===== src/rtl/seg7_scan_capture.sv =====
// Captures the digits shown on a scanned, active-low 4-digit 7-segment display.
// Inputs are synchronized and debounced; a stable frame is decoded into digits/valid.

module seg7_scan_lane (
  input  logic       clk,
  input  logic       reset,
  input  logic       wr,
  input  logic       ok,
  input  logic [3:0] val,
  output logic [3:0] digit,
  output logic       vld
);
  always_ff @(posedge clk or negedge reset) begin
    if (!reset) begin
      digit <= 4'h0;
      vld   <= 1'b0;
    end else if (wr) begin
      vld <= ok;
      // An undecodable pattern keeps the last good digit.
      if (ok) digit <= val;
    end
  end
endmodule

module seg7_scan_capture #(
  parameter int STABLE_CYCLES = 16,
  parameter int SYNC_STAGES   = 2
) (
  input  logic        clk,
  input  logic        reset,
  input  logic [3:0]  anodo,
  input  logic [6:0]  catodo,
  output logic [15:0] digits,
  output logic [3:0]  valid,
  output logic        frame_strobe,
  output logic        seg_err,
  output logic        anode_err
);
  localparam int NUM_LANES = 4;

  typedef struct packed {
    logic [3:0] an;
    logic [6:0] seg;
  } scan_t;

  localparam scan_t SCAN_OFF = '{an: 4'hF, seg: 7'h7F};

  typedef enum logic [1:0] {IDLE, SETTLE, CAPTURED} state_t;

  scan_t [SYNC_STAGES-1:0]   sync_q;
  scan_t                     sample;
  scan_t                     prev_q;
  logic  [1:0]               rst_pipe;
  logic                      armed;
  logic                      changed;
  logic  [7:0]               cnt_q;
  state_t                    state_q, state_d;
  logic                      capture;
  logic  [NUM_LANES-1:0]     sel;
  logic                      one_hot, multi;
  logic                      dec_ok;
  logic  [3:0]               dec_val;
  logic  [NUM_LANES-1:0]     lane_wr;
  logic  [NUM_LANES-1:0]     seen_q;
  logic  [NUM_LANES-1:0][3:0] digit_w;

  always_ff @(posedge clk or negedge reset) begin
    if (!reset) begin
      sync_q <= {SYNC_STAGES{SCAN_OFF}};
    end else begin
      sync_q[0] <= '{an: anodo, seg: catodo};
      for (int k = 1; k < SYNC_STAGES; k++) sync_q[k] <= sync_q[k-1];
    end
  end

  assign sample = sync_q[SYNC_STAGES-1];

  // Reset release is resynchronized; the FSM stays in IDLE until armed.
  always_ff @(posedge clk or negedge reset) begin
    if (!reset) rst_pipe <= 2'b00;
    else        rst_pipe <= {rst_pipe[0], 1'b1};
  end

  assign armed   = rst_pipe[1];
  assign changed = (sample != prev_q);

  // prev is pinned to "all off" until armed so a change seen during release is not lost.
  always_ff @(posedge clk or negedge reset) begin
    if (!reset) begin
      prev_q <= SCAN_OFF;
      cnt_q  <= 8'd0;
    end else if (!armed) begin
      prev_q <= SCAN_OFF;
      cnt_q  <= 8'd0;
    end else begin
      prev_q <= sample;
      if (changed)             cnt_q <= 8'd0;
      else if (cnt_q != 8'hFF) cnt_q <= cnt_q + 8'd1;
    end
  end

  always_ff @(posedge clk or negedge reset) begin
    if (!reset) state_q <= IDLE;
    else        state_q <= state_d;
  end

  // cnt counts identical samples after the first, so STABLE_CYCLES samples means cnt == STABLE_CYCLES-2.
  always_comb begin
    state_d = state_q;
    capture = 1'b0;
    case (state_q)
      IDLE:     if (armed && changed) state_d = SETTLE;
      SETTLE: begin
        if (!changed && cnt_q == 8'(STABLE_CYCLES - 2)) begin
          state_d = CAPTURED;
          capture = 1'b1;
        end
      end
      CAPTURED: if (changed) state_d = SETTLE;
      default:  state_d = IDLE;
    endcase
  end

  function automatic logic [4:0] seg_decode(input logic [6:0] s);
    case (s)
      7'h40: seg_decode = {1'b1, 4'h0};
      7'h79: seg_decode = {1'b1, 4'h1};
      7'h24: seg_decode = {1'b1, 4'h2};
      7'h30: seg_decode = {1'b1, 4'h3};
      7'h19: seg_decode = {1'b1, 4'h4};
      7'h12: seg_decode = {1'b1, 4'h5};
      7'h02: seg_decode = {1'b1, 4'h6};
      7'h78: seg_decode = {1'b1, 4'h7};
      7'h00: seg_decode = {1'b1, 4'h8};
      7'h10: seg_decode = {1'b1, 4'h9};
      7'h08: seg_decode = {1'b1, 4'hA};
      7'h03: seg_decode = {1'b1, 4'hB};
      7'h46: seg_decode = {1'b1, 4'hC};
      7'h21: seg_decode = {1'b1, 4'hD};
      7'h06: seg_decode = {1'b1, 4'hE};
      7'h0E: seg_decode = {1'b1, 4'hF};
      default: seg_decode = 5'h00;
    endcase
  endfunction

  assign {dec_ok, dec_val} = seg_decode(sample.seg);
  assign sel     = ~sample.an;
  assign one_hot = (sel != '0) && ((sel & (sel - 4'd1)) == '0);
  assign multi   = (sel != '0) && !one_hot;
  assign lane_wr = (capture && one_hot) ? sel : '0;

  for (genvar i = 0; i < NUM_LANES; i++) begin : g_lane
    seg7_scan_lane u_lane (
      .clk   (clk),
      .reset (reset),
      .wr    (lane_wr[i]),
      .ok    (dec_ok),
      .val   (dec_val),
      .digit (digit_w[i]),
      .vld   (valid[i])
    );
  end

  assign digits = digit_w;

  always_ff @(posedge clk or negedge reset) begin
    if (!reset) begin
      seg_err   <= 1'b0;
      anode_err <= 1'b0;
    end else begin
      seg_err   <= capture && one_hot && !dec_ok;
      anode_err <= capture && multi;
    end
  end

  // A full mask fires the strobe next cycle; a capture landing on that cycle starts the new mask.
  always_ff @(posedge clk or negedge reset) begin
    if (!reset) begin
      seen_q       <= '0;
      frame_strobe <= 1'b0;
    end else if (seen_q == '1) begin
      seen_q       <= lane_wr;
      frame_strobe <= 1'b1;
    end else begin
      seen_q       <= seen_q | lane_wr;
      frame_strobe <= 1'b0;
    end
  end
endmodule


===== config.mk =====
export PLATFORM = sky130hd
export DESIGN_NAME = seg7_scan_capture
export DESIGN_NICKNAME = d
export VERILOG_FILES = /design/src/rtl/seg7_scan_capture.sv
export SDC_FILE = /design/constraint.sdc
export NUM_CORES = 1
export LEC_CHECK = 0
export CORE_UTILIZATION = 50
export CTS_CLUSTER_DIAMETER = 60
export DETAILED_ROUTE_END_ITERATION = 10
export PLACE_DENSITY = 0.72
export REMOVE_ABC_BUFFERS = 1
export SETUP_SLACK_MARGIN = 0.02
export SLEW_MARGIN = 20
export SYNTH_ARGS = -nofsm -noshare
export SYNTH_HDL_FRONTEND = slang
export SYNTH_HIERARCHICAL = 1
export SYNTH_SLANG_ARGS = --single-unit

===== constraint.sdc =====
create_clock -name clk -period 3 [get_ports clk]
set_input_delay 0.3 -clock clk [delete_from_list [all_inputs] [get_ports clk]]
set_output_delay 0.3 -clock clk [all_outputs]
set_load 0.01 [all_outputs]

Fig. 1: run 1, metal 1
The bar under the picture is 20 um long.
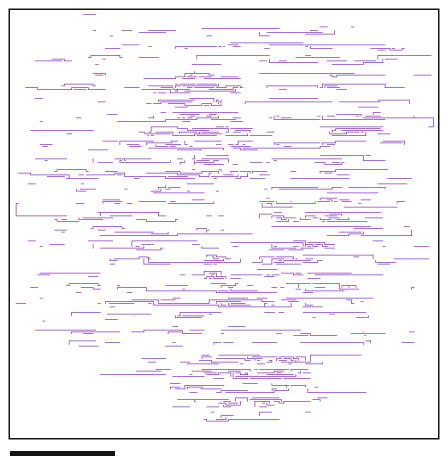
wire length on this layer	2490 um
share of all routed wire	50%
nets with wire on the layer	254
longest straight run	22.1 um
final WL: 4940 um
GR met1 Demand/Resource: 24.8%

Fig. 2: run 1, met3 routing
The bar under the picture is 20 um long. Cells faint in the background.
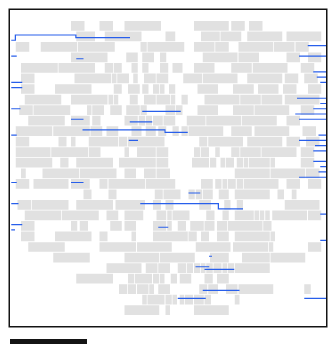
longest straight run	21.2 um
wire length on this layer	236 um

Fig. 3: run 1, M2 wires
The bar under the picture is 20 um long. Cells faint in the background.
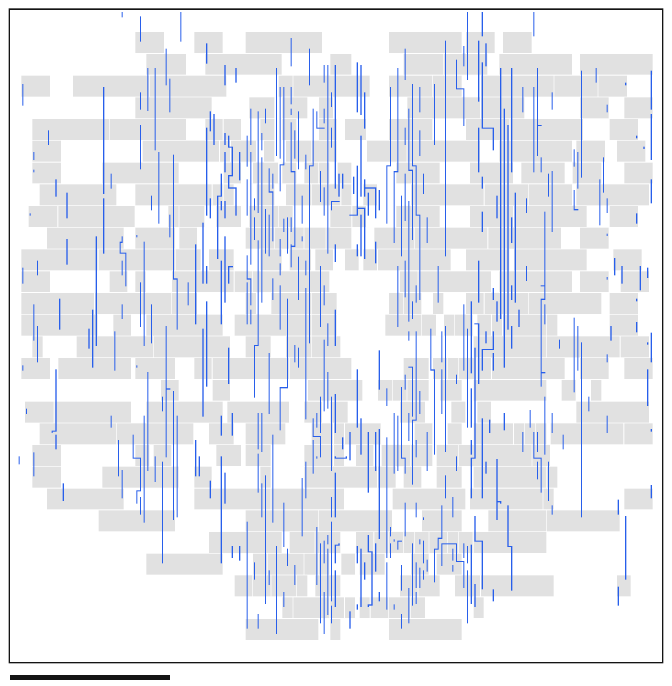
main direction	vertical
longest straight run	32.3 um
nets with wire on the layer	257
share of all routed wire	43%

run 1: cells in the mapped netlist (all sizes together) (3+ instances only):
cell    count  area (um^2)
a21oi       3         15.0
and3        5         31.3
buf         3         15.0
clkbuf      9         33.8
dfrtp      39          976
dfstp      33          867
inv         8         30.0
mux2       16          240
nand2      16         70.1
nand2b     11         68.8
nand3       6         30.0
nand4       6         58.8
nand4b      3         26.3
nor2       11         41.3
nor2b       4         25.0
nor3       11         60.1
nor3b       4         30.0
nor4        4         61.3
nor4b       3         26.3
o21ai      14         70.1
o31ai       3         22.5
xnor2       3         26.3
xor2       13          114
run 1: per-stage QoR:
| step | std cells | cell area, um^2 |
|---|---|---|
| global placement | 354 | 3580 |
| detailed placement | 354 | 3580 |
| CTS | 370 | 3770 |
| global route | 370 | 3770 |
| finish | 370 | 3770 |
| floorplan | 243 | 3120 |
run 1: sequential cells by signal, summed over array words and instances, names as in the netlist:
register,count
g_lane.u_lane/digit,16
prev_q,11
sample,11
sync_q,11
cnt_q,8
g_lane.u_lane/vld,4
seen_q,4
rst_pipe,2
state_q,2
anode_err,1
frame_strobe,1
seg_err,1
run 1: worst register-to-register path: stages, from the launching register on:
cell     delay [ns]
dfstp_2        0.65
xor2_1         0.13
nor4_4         0.45
nand4_4        0.22
nor3_1         0.38
nand2_2        0.22
mux2_4         0.34
run 1: power groups by stage:
stage                     Combinational, uW  Sequential, uW  Clock [uW]
after global placement                 96.2            1060           0
after detailed placement               98.1            1060           0
after floorplan                        54.6            1050           0
final                                  95.5            1050         714
after CTS                              98.4            1040         735
after global routing                    109            1050         777
run 1: cells by family after synthesis:
logic type                 after synthesis  share of synthesized area, %
xor gates and xnor gates                16                          4.42
muxes                                   16                          7.58
buffers and inverters                   20                          2.49
AOI/OAI and AO/OA                       34                          6.83
DFF                                     72                          58.2
adders and majority gates                3                          1.11
and+or+nand+nor                         93                          19.3
other                                    1                         0.118
run 1: cell type report:
class	count	area (um^2)	share of cell area (%)
inverter	8	30.0	0.797
clock buffer	12	166	4.41
tap	75	93.8	2.49
timing repair buffer	36	365	9.69
multi-input combinational	163	1250	33.1
sequential	72	1840	48.9
clock inverter	4	25.0	0.664
run 1: metal layers:
metal / part of all wire (%) / routed length [um]
met5: 0 / 0
met4: 1.5 / 72
met3: 4.8 / 236
met2: 43 / 2140
met1: 50 / 2490
run 1: worst max-delay path by stage:
| stage | slack, ns | end | startpoint | depth (start not counted) |
|---|---|---|---|---|
| after floorplan | 0.85 | g_lane[0].u_lane/digit[0] | sample[4] | 6 |
| after global placement | 0.51 | g_lane[3].u_lane/digit[1] | sample[4] | 6 |
| after detailed placement | 0.51 | g_lane[3].u_lane/digit[1] | sample[4] | 6 |
| after CTS | 0.50 | g_lane[3].u_lane/digit[1] | sample[4] | 6 |
| after global routing | 0.30 | g_lane[3].u_lane/digit[1] | sample[4] | 6 |
| final | 0.49 | g_lane[3].u_lane/digit[1] | sample[4] | 6 |
==> flow_summary_export.csv, run 1 <==
group,metric,value,unit
sta,finalSetupViolations,0,
sta,post-route-min-period,2.51,ns
detailed_routing,wire_per_inst,13.3,um
sta,tightest_slew,0.724,ns
global_route,antenna_found_initial,0,
clock_tree,hold_buffers,0,
sta,hold_viol,0,
sta,rsz0062_at_grt,"no",
setup_path,r2r_setup_slack,0.49,ns
setup_path,critPathLaunchType,"flip-flop",
yosys,netlist_area,3170,um^2
layout,antenna_cells,0,
power_and_ir_drop,internal_power,1430,uW
sta,setup_tns,0,ns
layout,lay_top_count,"dfrtp_1",
setup_path,path_delay_family,"simple AND/OR/NAND/NOR gates",
setup_path,slowest_delay,0.65,ns
yosys,yosys_most_used_dff,"dfrtp_1",
setup_path,critical_path_buf_inv_count,0,
power_and_ir_drop,p_per_area,492,nW/um^2
clock_tree,cts_max_level,3,
yosys,synthDistinctLibCells,49,
yosys,synth_warnings,6,
power_and_ir_drop,vdd_drop_max,0.336,mV
floorplan,die_h,81.6,um
detailed_routing,viasPerCell,5.32,
layout,lay_top_cells,"dfrtp_1 (39), clkdlybuf4s50_1 (34), dfstp_2 (33)",
outcome,status,"complete, no violations",
clock_tree,cts_tree,"done",
yosys,ys_seq_share,58.2,%
clock_tree,cts.sinks,72,
yosys,edf_count,0,
yosys,yosys_area,3170,um^2
floorplan,io_pins,36,
global_route,grt_max_degree,40,
Fig. 4: run 1, routing congestion
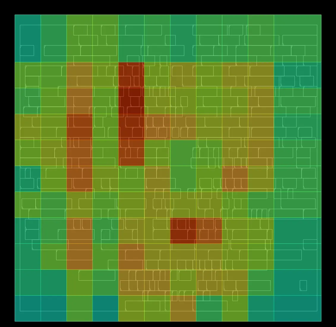

--- run 2 (diff from run 1) ---
--- a/config.mk
+++ b/config.mk
@@ -8,7 +8,7 @@
 export CORE_UTILIZATION = 50
 export CTS_CLUSTER_DIAMETER = 60
 export DETAILED_ROUTE_END_ITERATION = 10
-export PLACE_DENSITY = 0.72
+export PLACE_DENSITY = 0.75
 export REMOVE_ABC_BUFFERS = 1
 export SETUP_SLACK_MARGIN = 0.02
 export SLEW_MARGIN = 20
==> constraint.sdc (replaced) <==
create_clock -name clk -period 2.03 [get_ports clk]
set_input_delay 0.203 -clock clk [delete_from_list [all_inputs] [get_ports clk]]
set_output_delay 0.203 -clock clk [all_outputs]
set_load 0.01 [all_outputs]
Fig. 5: run 2, routing congestion
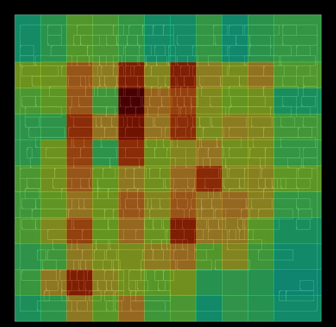
Global Route met2 Usage: 29.9%
Util after Layout: 71.3%

Fig. 6: run 2, met3 routing
The bar under the picture is 20 um long. Cells faint in the background.
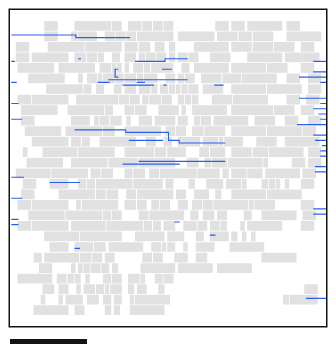
main direction	horizontal
nets with wire on the layer	39
longest straight run	22.1 um
met3 Use GR: 4.78%
final WL: 5880 um
vias post-DR: 2239

==> run 2 against run 1 <==
Against the previous run:
- the run now ends with setup timing left
- sequential cell count is the same
- global-route usage grew 2.3 points
- maximum frequency grew 20%
- register-to-register slack lost 0.56 ns
- via count grew 14%
- setup slack lost 0.56 ns
- final area grew 14%
- routed wire length grew 19%
- critical path depth grew 1
- combinational power grew 140%
- synthesized area is the same
- clock power grew 93%
- critical path type unchanged
- critical endpoint is now g_lane[1].u_lane/digit[3]
==> flow_summary_export.csv, run 2 <==
group,metric,value,unit
outcome,status,"finished, violations left",
outcome,violations,"setup timing",
yosys,mux_share,7.58,%
global_route,antenna_found_initial,0,
yosys,xor_area_share,4.42,%
yosys,yosys_most_used_dff,"dfrtp_1",
layout,regMostFlops,"g_lane.u_lane/digit",
yosys,yosys_area,3170,um^2
layout,lay_top_cells,"buf_4 (45), dfrtp_1 (39), clkdlybuf4s50_1 (34)",
sta,rsz0062_at_grt,"yes",
layout,lay_top_count,"buf_4",
detailed_routing,wire_per_inst,14.1,um
layout,antenna_cells,0,
yosys,yosys-top-cells-count,"dfrtp_1 (39), dfstp_2 (33), mux2_4 (16), o21ai_0 (14), xor2_1 (13)",
sta,post-route-min-period,2.10,ns
global_route,globalRouteMet1Util,26.4,%
layout,largest_reg_flops,16,
yosys,area_leaders,"dfrtp_1 (31%), dfstp_2 (27%), mux2_4 (7.6%), xor2_1 (3.6%), o21ai_0 (2.2%)",
floorplan,die_h,81.6,um
layout,instances_no_fill,418,
yosys,synthTopLogicFamily,"simple AND/OR/NAND/NOR gates",
yosys,yosysTopAreaCell,"dfrtp_1",
sta,hold_viol,0,
yosys,synthDistinctLibCells,49,
yosys,top_area_share,30.8,%
setup_path,critPathLaunchType,"flip-flop",
yosys,edf_count,0,
yosys,compound_area_share,6.83,%
yosys,adder_share,1.11,%
clock_tree,cts_max_level,3,
global_route,grt_max_degree,73,
yosys,synth_warnings,6,
sta,finalSetupViolations,16,
power_and_ir_drop,p_per_area,729,nW/um^2
placement,dp_cells,389,
sta,setup_ws,-0.0704,ns
yosys,simple_gate_area_share,19.3,%
floorplan,io_pins,36,
clock_tree,cts_tree,"done",
detailed_routing,viasPerCell,5.36,
power_and_ir_drop,vdd_drop_max,0.725,mV
setup_path,path_max_fanout,8,
setup_path,r2r_setup_slack,-0.07,ns
yosys,netlist_area,3170,um^2
run 2: cell count changes in the layout (fill, tap and decap cells not counted), moves of 2 or more:
cell       change
buf_4         +45
nand2_2        -4
nand2_4        +4
bufinv_16      +3
nor3_1         -3
nor2_1         -2
nor2_4         +2
nor3_4         +2
nor4b_1        -2
nor4b_2        +2
o21ai_0        -2
o21ai_1        +2
run 2: metrics by stage:
| stage | hold slack, ns | worst slack, ns | area (um^2) | util [%] | TNS, ns |
|---|---|---|---|---|---|
| 6_report | 0.260 | -0.0704 | 4300 | 71.3 | -0.857 |
| 2_1_floorplan | -0.0926 | -0.123 | 3120 | - | -1.95 |
| 3_5_place_dp | 0.256 | -0.140 | 3840 | 63.7 | -2.15 |
| 3_3_place_gp | 0.255 | -0.130 | 3840 | 63.7 | -1.96 |
| 4_1_cts | 0.246 | -0.0347 | 4210 | 69.9 | -0.322 |
| 5_1_grt | 0.241 | -0.129 | 4300 | 71.3 | -1.94 |
run 2: logic make-up (layout without fill, tap and decap cells):
kind of cell,Yosys count,after routing
AND/OR/NAND/NOR,93,93
XOR/XNOR,16,16
buffers and inverters,20,108
flip-flops,72,72
other,1,1
AND-OR/OR-AND,34,34
multiplexers,16,16
adder cells (fa/ha/maj),3,3
run 2: worst max-delay path, stage by stage (launching register included):
cell,delay (ns)
dfstp_2,0.61
xor2_1,0.13
nor4_4,0.35
nand4_4,0.20
buf_6,0.19
nor2_4,0.11
nand2_4,0.09
mux2_4,0.30
run 2: per-layer routing:
metal  routed length, um  share of wire (%)
met1                2740                 47
met2                2750                 47
met3                 257                4.4
met4                 133                2.3
met5                   0                  0
run 2: area by class of cell:
type | count | area, um^2 | share of cell area [%]
Clock buffer | 11 | 141 | 3.29
Tap cell | 75 | 93.8 | 2.18
Timing Repair Buffer | 84 | 729 | 17.0
Clock inverter | 5 | 104 | 2.42
Multi-Input combinational cell | 163 | 1360 | 31.5
Inverter | 8 | 30.0 | 0.699
Sequential cell | 72 | 1840 | 42.9
run 2: final timing paths:
check / start / endpoint
min: catodo[3] / sync_q[3]
min reg2reg: sync_q[6] / sample[6]
max reg2reg: sample[4] / g_lane[1].u_lane/digit[3]
min in group asynchronous: reset / g_lane[1].u_lane/vld
max in group asynchronous: reset / prev_q[2]
max: sample[4] / g_lane[1].u_lane/digit[3]
run 2: what timing repair did:
| item | in CTS | in global routing |
|---|---|---|
| hold buffers | 1 | 0 |
| endpoints found under the setup margin | 17 | 20 |
| gates resized | 16 | 10 |
| hold endpoints to repair | 39 | 0 |
| pin swaps | 3 | 6 |
| buffers inserted | 8 | 4 |
run 2: power by group:
group	switching (uW)	internal, uW
Combinational	118	109
Sequential	31.9	1500
Clock	525	850
--- run 3 (diff from run 2) ---
--- a/config.mk
+++ b/config.mk
@@ -7,11 +7,12 @@
 export LEC_CHECK = 0
 export CORE_UTILIZATION = 50
 export CTS_CLUSTER_DIAMETER = 60
+export CTS_CLUSTER_SIZE = 24
 export DETAILED_ROUTE_END_ITERATION = 10
 export PLACE_DENSITY = 0.75
 export REMOVE_ABC_BUFFERS = 1
 export SETUP_SLACK_MARGIN = 0.02
-export SLEW_MARGIN = 20
+export SLEW_MARGIN = 10
 export SYNTH_ARGS = -nofsm -noshare
 export SYNTH_HDL_FRONTEND = slang
 export SYNTH_HIERARCHICAL = 1
Fig. 7: run 3, met3 routing
The bar under the picture is 20 um long. Cells faint in the background.
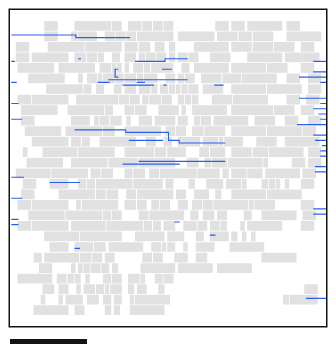
share of all routed wire	4.4%
longest straight run	22.1 um
main direction	horizontal
wire length on this layer	257 um
nets with wire on the layer	39

==> run 3 against run 2 <==
Against the previous run:
- the run still ends with setup timing left
- non-clock buffer count unchanged
- synthesized area unchanged
- critical path depth unchanged
- core utilization unchanged
- final area unchanged
- hold slack unchanged
- setup slack unchanged
- sequential power about the same
- largest power group unchanged
- total power unchanged
- global-route usage unchanged
- clock power about the same
==> flow_summary_export.csv, run 3 <==
group,metric,value,unit
outcome,status,"finished, violations left",
outcome,violations,"setup timing",
layout,lay_top_count,"buf_4",
sta,finalSetupViolations,16,
sta,post-route-min-period,2.10,ns
global_route,antenna_found_initial,0,
worst_hold_path,min_from,"catodo[3]",
global_route,globalRouteMet1Util,26.4,%
detailed_routing,routed_wl,5880,um
global_route,grtUsageMet2,29.9,%
sta,setup_ws,-0.0704,ns
yosys,top_area_share,30.8,%
yosys,area_leaders,"dfrtp_1 (31%), dfstp_2 (27%), mux2_4 (7.6%), xor2_1 (3.6%), o21ai_0 (2.2%)",
yosys,yosys-top-cells-count,"dfrtp_1 (39), dfstp_2 (33), mux2_4 (16), o21ai_0 (14), xor2_1 (13)",
setup_path,crit_chain,"xor2_1, nor4_4, nand4_4, buf_6, nor2_4, nand2_4, mux2_4",
setup_path,worstReg2RegEnd,"g_lane[1].u_lane/digit[3]",
layout,post-route-util,71.3,%
layout,antenna_cells,0,
clock_tree,cts_tree,"done",
global_route,globalRouteMet3Util,4.78,%
yosys,yosysTopAreaCell,"dfrtp_1",
setup_path,slowest_delay,0.61,ns
yosys,netlist_area,3170,um^2
sta,hold_viol,0,
yosys,synthDistinctLibCells,49,
yosys,edf_count,0,
power_and_ir_drop,vdd_drop_max,0.725,mV
layout,regMostFlops,"g_lane.u_lane/digit",
setup_path,r2r-start,"sample[4]",
layout,largest_reg_flops,16,
worst_hold_path,hold_path_end,"sync_q[3]",
layout,instances_no_fill,418,
setup_path,critPathLaunchType,"flip-flop",
setup_path,crit_slowest_cell,"dfstp_2",
detailed_routing,vias,2239,
power_and_ir_drop,p_per_area,729,nW/um^2
sta,rsz0062_at_grt,"yes",
yosys,yosys_area,3170,um^2
detailed_routing,wire_per_inst,14.1,um
Fig. 8: run 3, M2 wires
The bar under the picture is 20 um long. Cells faint in the background.
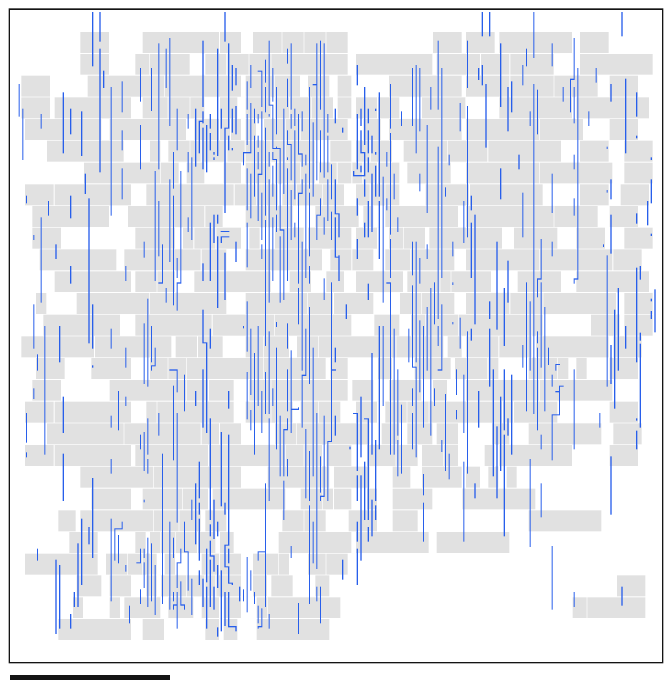
wire length on this layer	2750 um
nets with wire on the layer	309
main direction	vertical

[run 3: cell counts after synthesis]
No cell type changed its count.
[run 3: logic make-up (layout without fill, tap and decap cells)]
| group | count (synthesis) | count (layout) | share of synthesized area [%] |
|---|---|---|---|
| adder cells (fa/ha/maj) | 3 | 3 | 1.11 |
| AND-OR/OR-AND | 34 | 34 | 6.83 |
| other | 1 | 1 | 0.118 |
| buffers and inverters | 20 | 108 | 2.49 |
| multiplexers | 16 | 16 | 7.58 |
| AND/OR/NAND/NOR | 93 | 93 | 19.3 |
| XOR/XNOR | 16 | 16 | 4.42 |
| flip-flops | 72 | 72 | 58.2 |
[run 3: layer usage]
metal,up-vias,wire length [um]
met2,56,2750
li1,1073,-
met1,1097,2740
met5,-,0
met3,13,257
met4,0,133
[run 3: layout make-up]
class	instances	area [um^2]	area share [%]
clock buffer	11	141	3.29
clock inverter	5	104	2.42
inverter	8	30.0	0.699
multi-input combinational	163	1360	31.5
sequential	72	1840	42.9
tap	75	93.8	2.18
timing repair buffer	84	729	17.0
[run 3: worst max-delay path: cells and delay by family, from the launching register on]
family                 cells  cell delay, ns
XOR/XNOR                   1            0.13
AND/OR/NAND/NOR            4            0.75
flip-flops                 1            0.61
buffers and inverters      1            0.19
multiplexers               1            0.30
[run 3: how the worst max path moves through the flow]
| stage | slack, ns | to | start | cells past startpoint |
|---|---|---|---|---|
| 2_1_floorplan | -0.12 | g_lane[0].u_lane/digit[0] | sample[4] | 6 |
| 3_3_place_gp | -0.13 | g_lane[2].u_lane/digit[1] | sample[3] | 6 |
| 3_5_place_dp | -0.14 | g_lane[3].u_lane/digit[1] | sample[3] | 6 |
| 4_1_cts | -0.03 | g_lane[0].u_lane/digit[0] | sample[0] | 6 |
| 5_1_grt | -0.13 | g_lane[0].u_lane/digit[1] | sample[6] | 6 |
| 6_report | -0.07 | g_lane[1].u_lane/digit[3] | sample[4] | 7 |
[run 3: through the flow]
step | TNS, ns | instance area [um^2] | total power (uW) | setup WS [ns]
6_report | -0.857 | 4300 | 3130 | -0.0704
5_1_grt | -1.94 | 4300 | 3250 | -0.129
4_1_cts | -0.322 | 4210 | 3140 | -0.0347
3_5_place_dp | -2.15 | 3840 | 1750 | -0.140
3_3_place_gp | -1.96 | 3840 | 1740 | -0.130
2_1_floorplan | -1.95 | 3120 | 1640 | -0.123
[run 3: repair_timing]
item	CTS	global route
hold endpoints to repair	39	0
hold buffers	1	0
pin swaps	3	6
buffers inserted	8	4
resized	16	10
endpoints found under the setup margin	17	20
[run 3: power by group]
part / switching, uW / internal, uW
Combinational: 118 / 109
Clock: 525 / 850
Sequential: 31.9 / 1500
No activity file was given, so power comes from the tool's default toggle rates.
